===== src/rtl/parking_floor_allocator_if.sv =====
// Gate request/response bundle between the car-park gate hardware and the floor allocator.
// master = gate side (drives requests), slave = allocator (drives acks, barrier and occupancy).
interface parking_floor_allocator_if #(
  parameter int CNT_W = 3
);
  logic             entry_req;
  logic             exit_req;
  logic [1:0]       exit_floor;
  logic             entry_ack;
  logic             entry_nack;
  logic             exit_ack;
  logic             exit_err;
  logic             barrier_open;
  logic [1:0]       floor;
  logic             full;
  logic [CNT_W-1:0] occ0;
  logic [CNT_W-1:0] occ1;
  logic [CNT_W-1:0] occ2;

  modport master (
    output entry_req, exit_req, exit_floor,
    input  entry_ack, entry_nack, exit_ack, exit_err, barrier_open, floor, full, occ0, occ1, occ2
  );

  modport slave (
    input  entry_req, exit_req, exit_floor,
    output entry_ack, entry_nack, exit_ack, exit_err, barrier_open, floor, full, occ0, occ1, occ2
  );
endinterface


===== src/rtl/parking_floor_allocator.sv =====
// Three-floor car park slot allocator and barrier sequencer.
// Optional macro FLOOR_ROUND_ROBIN_EN: rotate the floor search start after each granted entry.
module parking_floor_allocator #(
  parameter int CAPACITY       = 4,
  parameter int BARRIER_CYCLES = 8
) (
  input logic                     clk,
  input logic                     rst,
  parking_floor_allocator_if.slave bus
);
  localparam int CNT_W = $clog2(CAPACITY + 1);
  localparam int BAR_W = $clog2(BARRIER_CYCLES + 1);
  localparam logic [CNT_W-1:0] CAP_C      = CNT_W'(CAPACITY);
  localparam logic [CNT_W-1:0] CNT_ONE_C  = CNT_W'(1);
  localparam logic [CNT_W-1:0] CNT_ZERO_C = {CNT_W{1'b0}};
  localparam logic [BAR_W-1:0] BAR_LOAD_C = BAR_W'(BARRIER_CYCLES);
  localparam logic [BAR_W-1:0] BAR_ONE_C  = BAR_W'(1);
  localparam logic [BAR_W-1:0] BAR_ZERO_C = {BAR_W{1'b0}};

  typedef enum logic [2:0] {
    IDLE    = 3'd0,
    ENTRY   = 3'd1,
    EXIT    = 3'd2,
    OPEN    = 3'd3,
    RELEASE = 3'd4
  } state_e;

  state_e           state_q, state_d;
  logic [CNT_W-1:0] occ_q [3];
  logic [CNT_W-1:0] occ_d [3];
  logic [1:0]       floor_q, floor_d;
  logic [BAR_W-1:0] bar_cnt_q, bar_cnt_d;
  logic             barrier_q, barrier_d;
  logic             entry_ack_q, entry_ack_d;
  logic             entry_nack_q, entry_nack_d;
  logic             exit_ack_q, exit_ack_d;
  logic             exit_err_q, exit_err_d;
  logic             svc_exit_q, svc_exit_d;
  logic [2:0]       avail_s;
  logic             full_s;
  logic [1:0]       start_s;
  logic [1:0]       pick_s;
  logic             exit_ok_s;

  // First floor with a free slot, scanning upward from start and wrapping after floor 2.
  function automatic logic [1:0] pick_floor(input logic [2:0] avail, input logic [1:0] start);
    logic [1:0] pick;
    logic       found;
    int         idx;
    pick  = 2'd0;
    found = 1'b0;
    for (int i = 0; i < 3; i++) begin
      idx = (int'(start) + i) % 3;
      if (!found && avail[idx]) begin
        pick  = 2'(idx);
        found = 1'b1;
      end
    end
    return pick;
  endfunction

  assign avail_s[0] = (occ_q[0] != CAP_C);
  assign avail_s[1] = (occ_q[1] != CAP_C);
  assign avail_s[2] = (occ_q[2] != CAP_C);
  assign full_s     = ~|avail_s;
  assign pick_s     = pick_floor(avail_s, start_s);

`ifdef FLOOR_ROUND_ROBIN_EN
  logic [1:0] ptr_q, ptr_d;

  assign start_s = (ptr_q == 2'd2) ? 2'd0 : (ptr_q + 2'd1);

  // Rotation pointer follows the floor of each granted entry.
  always_comb begin
    ptr_d = ptr_q;
    if (entry_ack_d) begin
      ptr_d = floor_d;
    end else begin
      ptr_d = ptr_q;
    end
  end

  // Pointer starts at floor 2 so the first allocation lands on floor 0.
  always_ff @(posedge clk) begin
    if (rst) begin
      ptr_q <= 2'd2;
    end else begin
      ptr_q <= ptr_d;
    end
  end
`else
  assign start_s = 2'd0;
`endif

  // Exit is legal only for a real floor that currently holds a car.
  always_comb begin
    exit_ok_s = 1'b0;
    case (bus.exit_floor)
      2'd0:    exit_ok_s = (occ_q[0] != CNT_ZERO_C);
      2'd1:    exit_ok_s = (occ_q[1] != CNT_ZERO_C);
      2'd2:    exit_ok_s = (occ_q[2] != CNT_ZERO_C);
      default: exit_ok_s = 1'b0;
    endcase
  end

  // Next-state, occupancy update and response pulses.
  always_comb begin
    state_d      = state_q;
    occ_d        = occ_q;
    floor_d      = floor_q;
    bar_cnt_d    = bar_cnt_q;
    barrier_d    = 1'b0;
    entry_ack_d  = 1'b0;
    entry_nack_d = 1'b0;
    exit_ack_d   = 1'b0;
    exit_err_d   = 1'b0;
    svc_exit_d   = svc_exit_q;
    case (state_q)
      IDLE: begin
        if (bus.exit_req) begin
          state_d    = EXIT;
          svc_exit_d = 1'b1;
        end else if (bus.entry_req) begin
          state_d    = ENTRY;
          svc_exit_d = 1'b0;
        end else begin
          state_d = IDLE;
        end
      end
      ENTRY: begin
        if (!full_s) begin
          for (int i = 0; i < 3; i++) begin
            if (i == int'(pick_s)) begin
              occ_d[i] = occ_q[i] + CNT_ONE_C;
            end else begin
              occ_d[i] = occ_q[i];
            end
          end
          floor_d     = pick_s;
          entry_ack_d = 1'b1;
          bar_cnt_d   = BAR_LOAD_C;
          state_d     = OPEN;
        end else begin
          entry_nack_d = 1'b1;
          state_d      = RELEASE;
        end
      end
      EXIT: begin
        if (exit_ok_s) begin
          for (int i = 0; i < 3; i++) begin
            if (i == int'(bus.exit_floor)) begin
              occ_d[i] = occ_q[i] - CNT_ONE_C;
            end else begin
              occ_d[i] = occ_q[i];
            end
          end
          exit_ack_d = 1'b1;
          bar_cnt_d  = BAR_LOAD_C;
          state_d    = OPEN;
        end else begin
          exit_err_d = 1'b1;
          state_d    = RELEASE;
        end
      end
      OPEN: begin
        if (bar_cnt_q != BAR_ZERO_C) begin
          barrier_d = 1'b1;
          bar_cnt_d = bar_cnt_q - BAR_ONE_C;
        end else begin
          state_d = RELEASE;
        end
      end
      RELEASE: begin
        // Hold here until the serviced request drops so it is never serviced twice.
        if (svc_exit_q ? !bus.exit_req : !bus.entry_req) begin
          state_d = IDLE;
        end else begin
          state_d = RELEASE;
        end
      end
      default: begin
        state_d = IDLE;
      end
    endcase
  end

  // State, occupancy and registered outputs.
  always_ff @(posedge clk) begin
    if (rst) begin
      state_q      <= IDLE;
      occ_q[0]     <= CNT_ZERO_C;
      occ_q[1]     <= CNT_ZERO_C;
      occ_q[2]     <= CNT_ZERO_C;
      floor_q      <= 2'd0;
      bar_cnt_q    <= BAR_ZERO_C;
      barrier_q    <= 1'b0;
      entry_ack_q  <= 1'b0;
      entry_nack_q <= 1'b0;
      exit_ack_q   <= 1'b0;
      exit_err_q   <= 1'b0;
      svc_exit_q   <= 1'b0;
    end else begin
      state_q      <= state_d;
      occ_q[0]     <= occ_d[0];
      occ_q[1]     <= occ_d[1];
      occ_q[2]     <= occ_d[2];
      floor_q      <= floor_d;
      bar_cnt_q    <= bar_cnt_d;
      barrier_q    <= barrier_d;
      entry_ack_q  <= entry_ack_d;
      entry_nack_q <= entry_nack_d;
      exit_ack_q   <= exit_ack_d;
      exit_err_q   <= exit_err_d;
      svc_exit_q   <= svc_exit_d;
    end
  end

  assign bus.entry_ack    = entry_ack_q;
  assign bus.entry_nack   = entry_nack_q;
  assign bus.exit_ack     = exit_ack_q;
  assign bus.exit_err     = exit_err_q;
  assign bus.barrier_open = barrier_q;
  assign bus.floor        = floor_q;
  assign bus.full         = full_s;
  assign bus.occ0         = occ_q[0];
  assign bus.occ1         = occ_q[1];
  assign bus.occ2         = occ_q[2];
endmodule


===== src/flat_wrapper.sv =====
// flat-port wrapper written by rule: the top's interface ports become plain ports
module parking_floor_allocator_flat 
#(
  parameter int CAPACITY       = 4,
  parameter int BARRIER_CYCLES = 8
)
  (clk, rst, bus_entry_req, bus_exit_req, bus_exit_floor, bus_entry_ack, bus_entry_nack, bus_exit_ack, bus_exit_err, bus_barrier_open, bus_floor, bus_full, bus_occ0, bus_occ1, bus_occ2);
  parking_floor_allocator_if #(.CNT_W(($clog2((2) + 1)))) bus_i ();
  input logic clk;
  input logic rst;
  input wire logic [$bits(bus_i.entry_req)-1:0] bus_entry_req;
  input wire logic [$bits(bus_i.exit_req)-1:0] bus_exit_req;
  input wire logic [$bits(bus_i.exit_floor)-1:0] bus_exit_floor;
  output wire logic [$bits(bus_i.entry_ack)-1:0] bus_entry_ack;
  output wire logic [$bits(bus_i.entry_nack)-1:0] bus_entry_nack;
  output wire logic [$bits(bus_i.exit_ack)-1:0] bus_exit_ack;
  output wire logic [$bits(bus_i.exit_err)-1:0] bus_exit_err;
  output wire logic [$bits(bus_i.barrier_open)-1:0] bus_barrier_open;
  output wire logic [$bits(bus_i.floor)-1:0] bus_floor;
  output wire logic [$bits(bus_i.full)-1:0] bus_full;
  output wire logic [$bits(bus_i.occ0)-1:0] bus_occ0;
  output wire logic [$bits(bus_i.occ1)-1:0] bus_occ1;
  output wire logic [$bits(bus_i.occ2)-1:0] bus_occ2;
  assign bus_i.entry_req = bus_entry_req;
  assign bus_i.exit_req = bus_exit_req;
  assign bus_i.exit_floor = bus_exit_floor;
  assign bus_entry_ack = bus_i.entry_ack;
  assign bus_entry_nack = bus_i.entry_nack;
  assign bus_exit_ack = bus_i.exit_ack;
  assign bus_exit_err = bus_i.exit_err;
  assign bus_barrier_open = bus_i.barrier_open;
  assign bus_floor = bus_i.floor;
  assign bus_full = bus_i.full;
  assign bus_occ0 = bus_i.occ0;
  assign bus_occ1 = bus_i.occ1;
  assign bus_occ2 = bus_i.occ2;
  parking_floor_allocator #(.CAPACITY(CAPACITY), .BARRIER_CYCLES(BARRIER_CYCLES)) u_core (.clk(clk), .rst(rst), .bus(bus_i));
endmodule

===== config.mk =====
export PLATFORM = sky130hd
export DESIGN_NAME = parking_floor_allocator_flat
export DESIGN_NICKNAME = d
export VERILOG_FILES = /design/src/rtl/parking_floor_allocator_if.sv /design/src/rtl/parking_floor_allocator.sv /design/src/flat_wrapper.sv
export SDC_FILE = /design/constraint.sdc
export NUM_CORES = 1
export LEC_CHECK = 0
export ABC_AREA = 0
export CORE_MARGIN = 5
export CORE_UTILIZATION = 40
export CTS_CLUSTER_SIZE = 28
export DETAILED_ROUTE_END_ITERATION = 10
export SKIP_LAST_GASP = 1
export SLEW_MARGIN = 10
export SYNTH_ARGS = -nofsm -noshare
export SYNTH_HDL_FRONTEND = slang
export SYNTH_SLANG_ARGS = --single-unit
export TNS_END_PERCENT = 5

===== constraint.sdc =====
create_clock -name clk -period 3.4 [get_ports clk]
set_clock_uncertainty 0.05 [all_clocks]
set_input_delay 0.68 -clock clk [delete_from_list [all_inputs] [get_ports clk]]
set_output_delay 0.68 -clock clk [all_outputs]
set_load 0.02 [all_outputs]

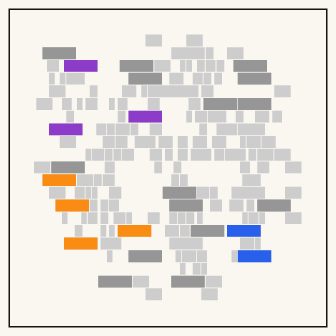
Figure 1: run 1, register map, names as in the netlist.
Key: orange = u_core.bar_cnt_q [sequential cells 4]; blue = u_core.bus.occ0 [sequential cells 2]; purple = u_core.state_q [sequential cells 3]

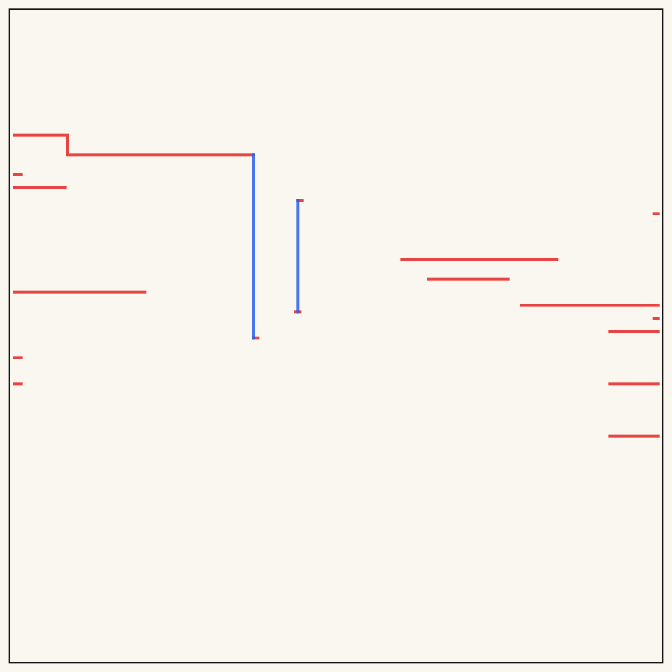
Figure 2: run 1, metal layers overlaid.
Only two layers are drawn.
Key: red = metal 3 [wire length 103 um]; blue = metal 4 [wire length 30.6 um]

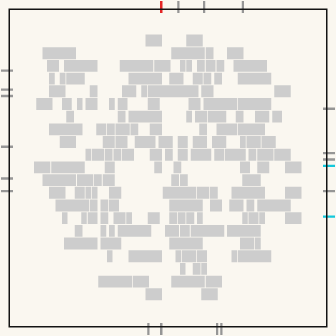
Figure 3: run 1, ports around the boundary.
Pins as bars across the die edge, other pins in grey.
Key: cyan = bus_occ0 [pins 2, direction output, edge right]; red = bus_entry_ack [pins 1, direction output, edge top]

-- run 1: logic make-up after synthesis --
logic type                 count (synthesis)  synth area share
and+or+nand+nor                           60            0.2645
AOI/OAI and AO/OA                         35            0.1820
DFF                                       24            0.3602
buffers and inverters                     19           0.08911
xor gates and xnor gates                   5           0.03283
adders and majority gates                  4           0.05441
muxes                                      2           0.01688
-- run 1: worst min-delay path, cell delays in order (launching register included) --
cell	delay (ns)
dfxtp_1	0.35
nand2_1	0.06
a21oi_1	0.05
-- run 1: final timing paths --
kind	start	to	slack, ns	cells past startpoint
setup / recovery	u_core.occ_q[8]	bus_full	0.40	3
hold / removal	u_core.bar_cnt_q[1]	u_core.bar_cnt_q[1]	0.43	2
setup reg to reg	u_core.state_q[1]	u_core.occ_q[8]	0.91	6
hold reg to reg	u_core.bar_cnt_q[1]	u_core.bar_cnt_q[1]	0.43	2
-- run 1: cells in the final DEF, fill, tap and decap left out, types with 4 or more instances in the layout --
cell,instances
inv_1,9
o21ai_0,7
nor3b_1,6
nor2_1,13
or3b_1,4
xnor2_1,5
a21oi_1,13
nand2_1,4
clkdlybuf4s50_1,19
or3_1,5
dfxtp_1,24
nor3_1,7
-- run 1: layout make-up --
cell class	count	area, um^2
Sequential cell	24	480.5
Tap cell	46	57.56
Timing Repair Buffer	20	197.7
Multi-Input combinational cell	106	734.5
Clock inverter	1	30.03
Inverter	9	33.78
Clock buffer	3	22.52
Fill cell	334	1728
-- run 1: sequential cells by signal, summed over array words and instances, names as in the netlist, 2 cells and up --
signal            count
u_core.bus.occ2       2
u_core.occ_q          3
u_core.bar_cnt_q      4
u_core.bus.occ1       2
u_core.bus.occ0       2
u_core.bus.floor      2
u_core.state_q        3
==> flow_summary_export.csv, run 1 <==
group,metric,value,unit
sta,fin_ws,0.4026,ns
synth,most_common_cell,"dfxtp_1",
clock_network,root_buffer,"clkbuf_4",
grt,grt_pass1_vias,1140,
cells_and_area,diodes,0,
synth,netlist_area,0.001334,mm^2
synth,ys_types,46,
outcome,status,"finished, final reports clean",
placed_design,pre_cts_ws,0.4853,ns
grt,grt_pass1_wl,5016,um
synth,async_reset_ff_frac,0,
grt,antenna_found_initial,0,
pwr,p_comb,0.552,mW
clock_network,hold_buffers,0,
drt,viasPerCell,5.287,
sta,fin_crit_sh,0.8816,
die,die_w,67.75,um
sta,slew_headroom,0.4499,
synth,yosys_area,0.001334,mm^2
critical_path,slowest_stage,"clkdlybuf4s50_1",
grt,grtUsageTotal,0.1410,
grt,use_met1,0.1680,
drt,vias,1105,
die,die_area,0.004589,mm^2
clock_network,htreeDepth,1,
clock_network,cts_setup_buffers,0,
drt,wire_per_inst,12.98,um
job,warnings,26,
grt,grt_most_used_layer,"met2",
sta,rsz0062_at_grt,"no",
pwr,powerDensity,754.8,mW/mm^2
critical_path,critPathBufInv,1,
critical_path,cpPeakStageDelay,0.70,ns
cells_and_area,drive_above_1_share,0.1104,
drt,wl,2713,um
pwr,comb_power_share,0.470,
pwr,power_frac_clock,0.172,
cells_and_area,area_growth_syn_to_layout,16.70,%
drt,wl_met1,1224,um
critical_path,cp-start-kind,"flop",
critical_path,cp_cell_sequence,"or3b_1 -> nor3_1 -> clkdlybuf4s50_1",
synth,ff_type,"dfxtp_1",
cells_and_area,finalNetCount,174,
cells_and_area,layout.cells.non_filler,209,
placed_design,dp_hpwl,2043,um
sta,setup_viol,0,
grt,grt_max_degree,23,
clock_network,clkTransAtPathRegs,0.13,ns
drt,dr_wl_met2,1355,um
critical_path,path_max_fanout,5,
clock_network,cts_resized,0,
pwr,seqPwrFrac,0.358,
critical_path,crit_arrival,2.27,ns
job,max-cap-violations,0,
cells_and_area,final_util,0.4739,
pwr,powerSeq,0.421,mW
critical_path,end_kind,"output pin",
drt,antenna_left,0,
die,initial_utilization,0.4061,
synth,synth-edff-count,0,
clock_network,cts_tree,"yes",
synth,area_leaders,"dfxtp_1 36%, a21oi_1 4.9%, fa_1 4.5%",
clock_network,ctsLongestPathBuffers,2,
placed_design,place_congestion,0.7937,
die,row_count,21,
grt,use_met2,0.2527,
die,core_area,0.003284,mm^2
grt,grt_use_met3,0.02662,
sta,min_period,2.997,ns
synth,synth-cells-yosys,149,
die,io_pins,20,
clock_network,clk_latency,0.31,ns
clock_network,cts_buffers,3,
sta,tightest_slew,0.8226,ns
pwr,power.group.top,"combinational logic",
synth,ys_seq_frac,0.3602,
worst_hold_path,hp-class,"reg2reg",
placed_design,placed_cell_area,0.001504,mm^2
pwr,pg_clk,0.202,mW
pwr,worst_ir_drop_vdd,258.7,uV
drt,highest_layer,"met4",
synth,ys_warn_count,0,
sta,hold_viol,0,
sta,setup_tns,0,ns
placed_design,dp_cells,205,
pwr,swShare,0.3945,
synth,yosys.area.top_type,"dfxtp_1",
synth,syn_area_per_cell,8.952,um^2
clock_network,clkSinkCount,24,
synth,yosys-top-cells-count,"24 x dfxtp_1, 13 x a21oi_1, 13 x nor2_1",
==> run 1 -> run 2 <==
--- a/config.mk
+++ b/config.mk
@@ -10,6 +10,7 @@
 export CORE_UTILIZATION = 40
 export CTS_CLUSTER_SIZE = 28
 export DETAILED_ROUTE_END_ITERATION = 10
+export SETUP_SLACK_MARGIN = 0.02
 export SKIP_LAST_GASP = 1
 export SLEW_MARGIN = 10
 export SYNTH_ARGS = -nofsm -noshare
==> run 2 against run 1 <==
  * First-iteration DRC count did not move
  * Total power is the same
  * Critical path depth did not move
  * Combinational power about the same
  * Setup slack unchanged
  * Count of clock-buffer cells in the layout did not move
  * Register-to-register slack about the same
  * Cell count stayed put
  * Clock power hardly changed
  * Flip-flop count unchanged
  * Largest cell class unchanged
==> flow_summary_export.csv, run 2 <==
group,metric,value,unit
die,row_count,21,
grt,grt_pass1_vias,1140,
cells_and_area,largest_reg_flops,4,
drt,drc,0,
grt,grt_max_degree,23,
sta,rsz0062_at_grt,"no",
clock_network,cts_setup_buffers,0,
sta,setup_tns,0,ns
pwr,power.internal,0.7114,mW
sta,slew_headroom,0.4499,
die,core_area,0.003284,mm^2
critical_path,worstSetupPathType,"reg2out",
sta,fin_crit_sh,0.8816,
outcome,status,"finished, final reports clean",
synth,netlist_area,0.001334,mm^2
clock_network,clk_latency,0.31,ns
synth,yosys-top-cells-count,"24 x dfxtp_1, 13 x a21oi_1, 13 x nor2_1",
clock_network,hold_buffers,0,
synth,top_logic_kind,"simple AND/OR/NAND/NOR gates",
cells_and_area,fin_area,0.001556,mm^2
drt,vias,1105,
placed_design,dp_hpwl,2043,um
drt,antenna_left,0,
synth,syn_area_per_cell,8.952,um^2
cells_and_area,n_fill_cell,334,
sta,fin_ws,0.4026,ns
clock_network,htreeDepth,1,
clock_network,cts_resized,0,
sta,setup_viol,0,
cells_and_area,area_growth_syn_to_layout,16.70,%
drt,drt-pass1-iter-count,6,
synth,ys_seq_frac,0.3602,
clock_network,cts_buffers,3,
sta,min_period,2.997,ns
pwr,comb_power_share,0.470,
synth,ys_sh_adder,0.05441,
cells_and_area,regArea,480.5,um^2
placed_design,port_buffers,19,
pwr,powerDensity,754.8,mW/mm^2
placed_design,placed_cell_area,0.001504,mm^2
synth,ys_types,46,
synth,ys.flops,24,
job,warnings,26,
pwr,power_frac_clock,0.172,
critical_path,cp-start-kind,"flop",
synth,synth-edff-count,0,
synth,synth-cells-yosys,149,
cells_and_area,drive_above_1_share,0.1104,
pwr,p_sw,0.4634,mW
drt,viasPerCell,5.287,
sta,tightest_slew,0.8226,ns
critical_path,worstReg2RegStart,"u_core.state_q[1]",
synth,async_reset_ff_frac,0,
cells_and_area,diodes,0,
cells_and_area,mostFrequentLayoutCells,"24 x dfxtp_1, 19 x clkdlybuf4s50_1, 13 x nor2_1, 13 x a21oi_1, 9 x inv_1",
drt,wire_per_inst,12.98,um
die,die_area,0.004589,mm^2
cells_and_area,combGateArea,734.5,um^2
die,initial_utilization,0.4061,
critical_path,end_kind,"output pin",
pwr,worst_ir_drop_vdd,258.7,uV
synth,yosys.area.top_type,"dfxtp_1",
synth,ys_sh_simple,0.2645,
critical_path,critPathCapture,"bus_full",
critical_path,r2r_end,"u_core.occ_q[8]",
die,die_height,67.75,um
cells_and_area,layout.cells.most_common,"dfxtp_1",
synth,synth_nets,159,
synth,ys_sh_aoi,0.1820,
sta,fmax,0.3336,GHz
die,die_w,67.75,um
synth,ff_type,"dfxtp_1",
drt,wl,2713,um
critical_path,crit_path_start,"u_core.occ_q[8]",
synth,yosys_area,0.001334,mm^2
die,io_pins,20,
synth,top_cell_area_share,0.3602,
pwr,seqPwrFrac,0.358,
placed_design,place_congestion,0.7937,
critical_path,crit_arrival,2.27,ns
clock_network,root_buffer,"clkbuf_4",
drt,drt_iter0_drc,46,
grt,grt.overflow.total,0,
sta,drv_slew,0,
critical_path,rrSetupSlack,0.91,ns
clock_network,ctsLongestPathBuffers,2,
pwr,total_leakage_power,0.5031,nW
synth,most_common_cell,"dfxtp_1",
critical_path,r2r_cells,6,
clock_network,clkTransAtPathRegs,0.13,ns
cells_and_area,largest_register,"u_core.bar_cnt_q",
cells_and_area,finalNetCount,174,
synth,mux_share,0.01689,
sta,hold_viol,0,
worst_hold_path,hp-class,"reg2reg",
grt,grtUsageTotal,0.1410,
worst_hold_path,hold_path_end,"u_core.bar_cnt_q[1]",
synth,ys_warn_count,0,
critical_path,required,2.67,ns
critical_path,path_max_fanout,5,
cells_and_area,top_regs,"u_core.bar_cnt_q x4, u_core.occ_q x3, u_core.state_q x3",
pwr,swShare,0.3945,
synth,xor_area_frac,0.03283,
synth,synthCells,149,
grt,grt_pass1_wl,5016,um
clock_network,clkSinkCount,24,
placed_design,pre_cts_ws,0.4853,ns
job,max-cap-violations,0,
worst_hold_path,holdPathStages,2,
synth,area_leaders,"dfxtp_1 36%, a21oi_1 4.9%, fa_1 4.5%",
grt,antenna_found_initial,0,
worst_hold_path,worstHoldStart,"u_core.bar_cnt_q[1]",
clock_network,cts_tree,"yes",
-- run 2: cell counts after synthesis --
No cell type changed its count.
-- run 2: critical path, stage by stage (launching register included) --
cell	delay (ns)
dfxtp_1	0.41
or3b_1	0.44
nor3_1	0.42
clkdlybuf4s50_1	0.70
-- run 2: cell type report --
| type | instances | area share |
|---|---|---|
| multi-input combinational | 106 | 0.4719 |
| timing repair buffer | 20 | 0.1270 |
| inverter | 9 | 0.02170 |
| sequential | 24 | 0.3087 |
| clock inverter | 1 | 0.01929 |
| tap | 46 | 0.03698 |
| clock buffer | 3 | 0.01447 |
-- run 2: power by group through the flow --
stage	sequential [mW]	clock [mW]	combinational, mW
finish	0.421	0.202	0.552
global route	0.436	0.223	0.624
CTS	0.421	0.212	0.559
detailed placement	0.427	0	0.556
global placement	0.424	0	0.548
floorplan	0.421	0	0.455
-- run 2: metrics by stage --
stage / power, mW / util / hold slack, ns / cells
CTS: 1.192 / 0.4739 / 0.4337 / 209
finish: 1.175 / 0.4739 / 0.4322 / 209
detailed placement: 0.9828 / 0.4579 / 0.4148 / 205
floorplan: 0.8758 / - / 0.3945 / 149
global placement: 0.9724 / 0.4579 / 0.4077 / 205
global route: 1.282 / 0.4739 / 0.4767 / 209
-- run 2: cell families after synthesis --
family | after synthesis
adder cells (fa/ha/maj) | 4
AND-OR/OR-AND | 35
flip-flops | 24
buffers and inverters | 19
multiplexers | 2
AND/OR/NAND/NOR | 60
XOR/XNOR | 5
-- run 2: routing by layer --
metal / GRT usage / vias up / share of wire
met4: 0.04304 / 0 / 0.011
li1: - / 551 / -
met3: 0.02662 / 4 / 0.038
met1: 0.1680 / 532 / 0.45
met2: 0.2527 / 18 / 0.50
met5: 0 / - / 0
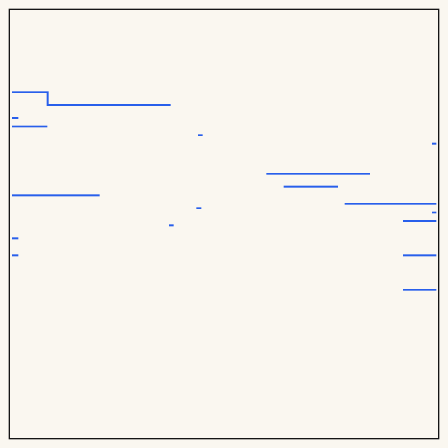
Figure 4: run 2, M3 wires.
15 nets have wire on it. The longest straight run is 19.3 um. The wires run mostly horizontal. The layer carries 103 um of wire.

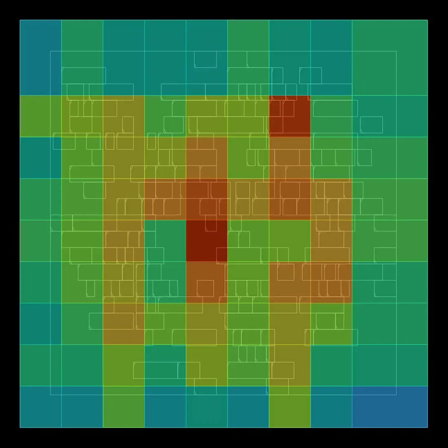
Figure 5: run 2, routing congestion.
met3 Usage GRT: 0.02662
GRT met2 Usage: 0.2527

==> run 2 -> run 3 <==
--- a/config.mk
+++ b/config.mk
@@ -6,10 +6,14 @@
 export NUM_CORES = 1
 export LEC_CHECK = 0
 export ABC_AREA = 0
+export CELL_PAD_IN_SITES_DETAIL_PLACEMENT = 0
+export CELL_PAD_IN_SITES_GLOBAL_PLACEMENT = 1
 export CORE_MARGIN = 5
 export CORE_UTILIZATION = 40
 export CTS_CLUSTER_SIZE = 28
 export DETAILED_ROUTE_END_ITERATION = 10
+export HOLD_SLACK_MARGIN = 0.08
+export PLACE_DENSITY_LB_ADDON = 0.1
 export SETUP_SLACK_MARGIN = 0.02
 export SKIP_LAST_GASP = 1
 export SLEW_MARGIN = 10
==> run 3 against run 2 <==
  * Clock power down 26%
  * Sequential share of layout area up 0.33 points
  * Cell area down 1.0%
  * Setup slack worse by 0.0093 ns
  * Combinational power up 0.7%
  * Total power down 4.2%
  * Cell count unchanged
  * Largest power group unchanged
  * Global-route usage down 0.33 points
  * Critical endpoint unchanged
  * Highest routed layer unchanged
  * Core utilization down 0.50 points
  * Count of clock-buffer cells in the layout up 1
  * Non-clock buffer count unchanged
  * Flip-flop count unchanged
==> flow_summary_export.csv, run 3 <==
group,metric,value,unit
synth,synth_nets,159,
pwr,worst_ir_drop_vdd,398.1,uV
job,warnings,26,
synth,async_reset_ff_frac,0,
placed_design,port_buffers,19,
critical_path,cpPeakStageDelay,0.70,ns
synth,synth-edff-count,0,
die,io_pins,20,
critical_path,critPathBufInv,1,
worst_hold_path,holdPathStages,2,
die,core_area,0.003284,mm^2
critical_path,crit_arrival,2.28,ns
grt,grt_max_degree,23,
critical_path,worstSetupPathType,"reg2out",
cells_and_area,layout.cells.most_common,"dfxtp_1",
worst_hold_path,worstHoldStart,"u_core.bar_cnt_q[1]",
synth,ff_type,"dfxtp_1",
sta,hold_viol,0,
synth,top_cell_area_share,0.3602,
critical_path,cp_cell_sequence,"or3b_1 -> nor3_1 -> clkdlybuf4s50_1",
drt,drc,0,
drt,dr_wl_met2,1317,um
clock_network,clk_latency,0.31,ns
cells_and_area,drive_above_1_share,0.1104,
die,initial_utilization,0.4061,
synth,yosys_area,0.001334,mm^2
cells_and_area,n_fill_cell,329,
synth,ys_seq_frac,0.3602,
critical_path,path_max_fanout,5,
cells_and_area,largest_register,"u_core.bar_cnt_q",
sta,rsz0062_at_grt,"no",
pwr,seqPwrFrac,0.373,
grt,use_met1,0.1645,
cells_and_area,area_growth_syn_to_layout,15.48,%
drt,highest_layer,"met4",
grt,grtUsageTotal,0.1377,
die,die_height,67.75,um
cells_and_area,finalNetCount,174,
grt,grt_pass1_vias,1078,
critical_path,cp-start-kind,"flop",
die,row_count,21,
clock_network,root_buffer,"clkbuf_4",
pwr,swShare,0.4138,
synth,most_common_cell,"dfxtp_1",
job,max-cap-violations,0,
outcome,status,"finished, final reports clean",
synth,netlist_area,0.001334,mm^2
critical_path,rrSetupSlack,1.04,ns
placed_design,place_congestion,0.7661,
grt,grt_most_used_layer,"met2",
clock_network,clkSinkCount,24,
drt,drt_iter0_drc,68,
drt,wl,2734,um
grt,antenna_found_initial,0,
cells_and_area,mostFrequentLayoutCells,"24 x dfxtp_1, 19 x clkdlybuf4s50_1, 13 x nor2_1, 13 x a21oi_1, 9 x inv_1",
drt,wl_met1,1307,um
critical_path,r2r_end,"u_core.occ_q[8]",
pwr,total_leakage_power,0.4962,nW
clock_network,cts_setup_buffers,0,
synth,synth-cells-yosys,149,
drt,viasPerCell,5.196,
clock_network,cts_resized,0,
grt,grt.overflow.total,0,
critical_path,required,2.67,ns
critical_path,r2r_cells,6,
critical_path,end_kind,"output pin",
drt,wl_met3,92,um
grt,use_met2,0.2357,
synth,ys_warn_count,0,
cells_and_area,diodes,0,
placed_design,dp_hpwl,2016,um
## run 3: how the worst max path moves through the flow
stage	cells past startpoint	slack (ns)	to
after floorplan	7	1.21	u_core.occ_q[5]
after global placement	6	0.58	u_core.occ_q[5]
after detailed placement	6	0.50	u_core.occ_q[5]
after CTS	3	0.37	bus_full
after global routing	3	0.25	bus_full
final	3	0.39	bus_full
## run 3: layout make-up
| class | instances | share of cell area |
|---|---|---|
| inverters | 9 | 0.02193 |
| well taps | 46 | 0.03737 |
| repair buffers | 20 | 0.1284 |
| multi-input cells | 106 | 0.4768 |
| flip-flops and latches | 24 | 0.3119 |
| clock buffers | 4 | 0.02356 |
## run 3: power by group through the flow
stage | Sequential (mW) | Clock, mW | Combinational (mW)
final | 0.420 | 0.150 | 0.556
after floorplan | 0.421 | 0 | 0.455
after global routing | 0.432 | 0.175 | 0.623
after global placement | 0.427 | 0 | 0.550
after detailed placement | 0.425 | 0 | 0.558
after CTS | 0.419 | 0.162 | 0.561
## run 3: cells by family after synthesis
family,synth area share
flip-flops,0.3602
AND-OR/OR-AND,0.1820
buffers and inverters,0.08911
AND/OR/NAND/NOR,0.2645
XOR/XNOR,0.03283
multiplexers,0.01688
adder cells (fa/ha/maj),0.05441
## run 3: stage by stage
step           std cells  hold slack (ns)  utilization  instance area, um^2  setup slack (ns)
2_1_floorplan        149           0.3945            -                 1334             1.213
3_3_place_gp         205           0.4059       0.4579                 1504            0.5787
3_5_place_dp         205           0.4141       0.4579                 1504            0.4994
4_1_cts              209           0.4315       0.4690                 1540            0.3713
5_1_grt              209           0.4598       0.4690                 1540            0.2455
6_report             209           0.4267       0.4690                 1540            0.3933
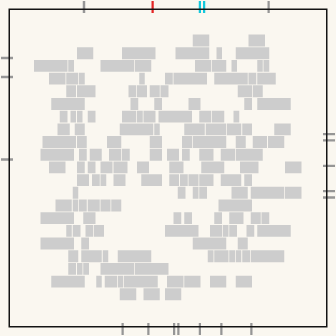
Figure 6: run 3, ports around the boundary.
Pins as bars across the die edge, other pins in grey.
Key: cyan = bus_occ0 [pins 2, direction output, edge top]; red = bus_entry_ack [pins 1, direction output, edge top]

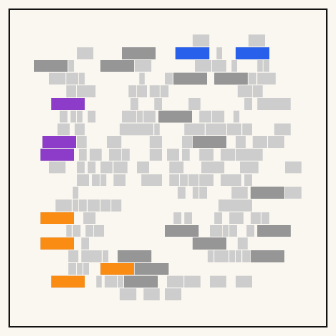
Figure 7: run 3, register map, names as in the netlist.
Sequential Power: 0.420 mW
Final Util: 0.4690
Sequential cell area: 480.5 um^2
sequential portion of the cell area: 0.3119

Power and IR drop assume default switching activity.
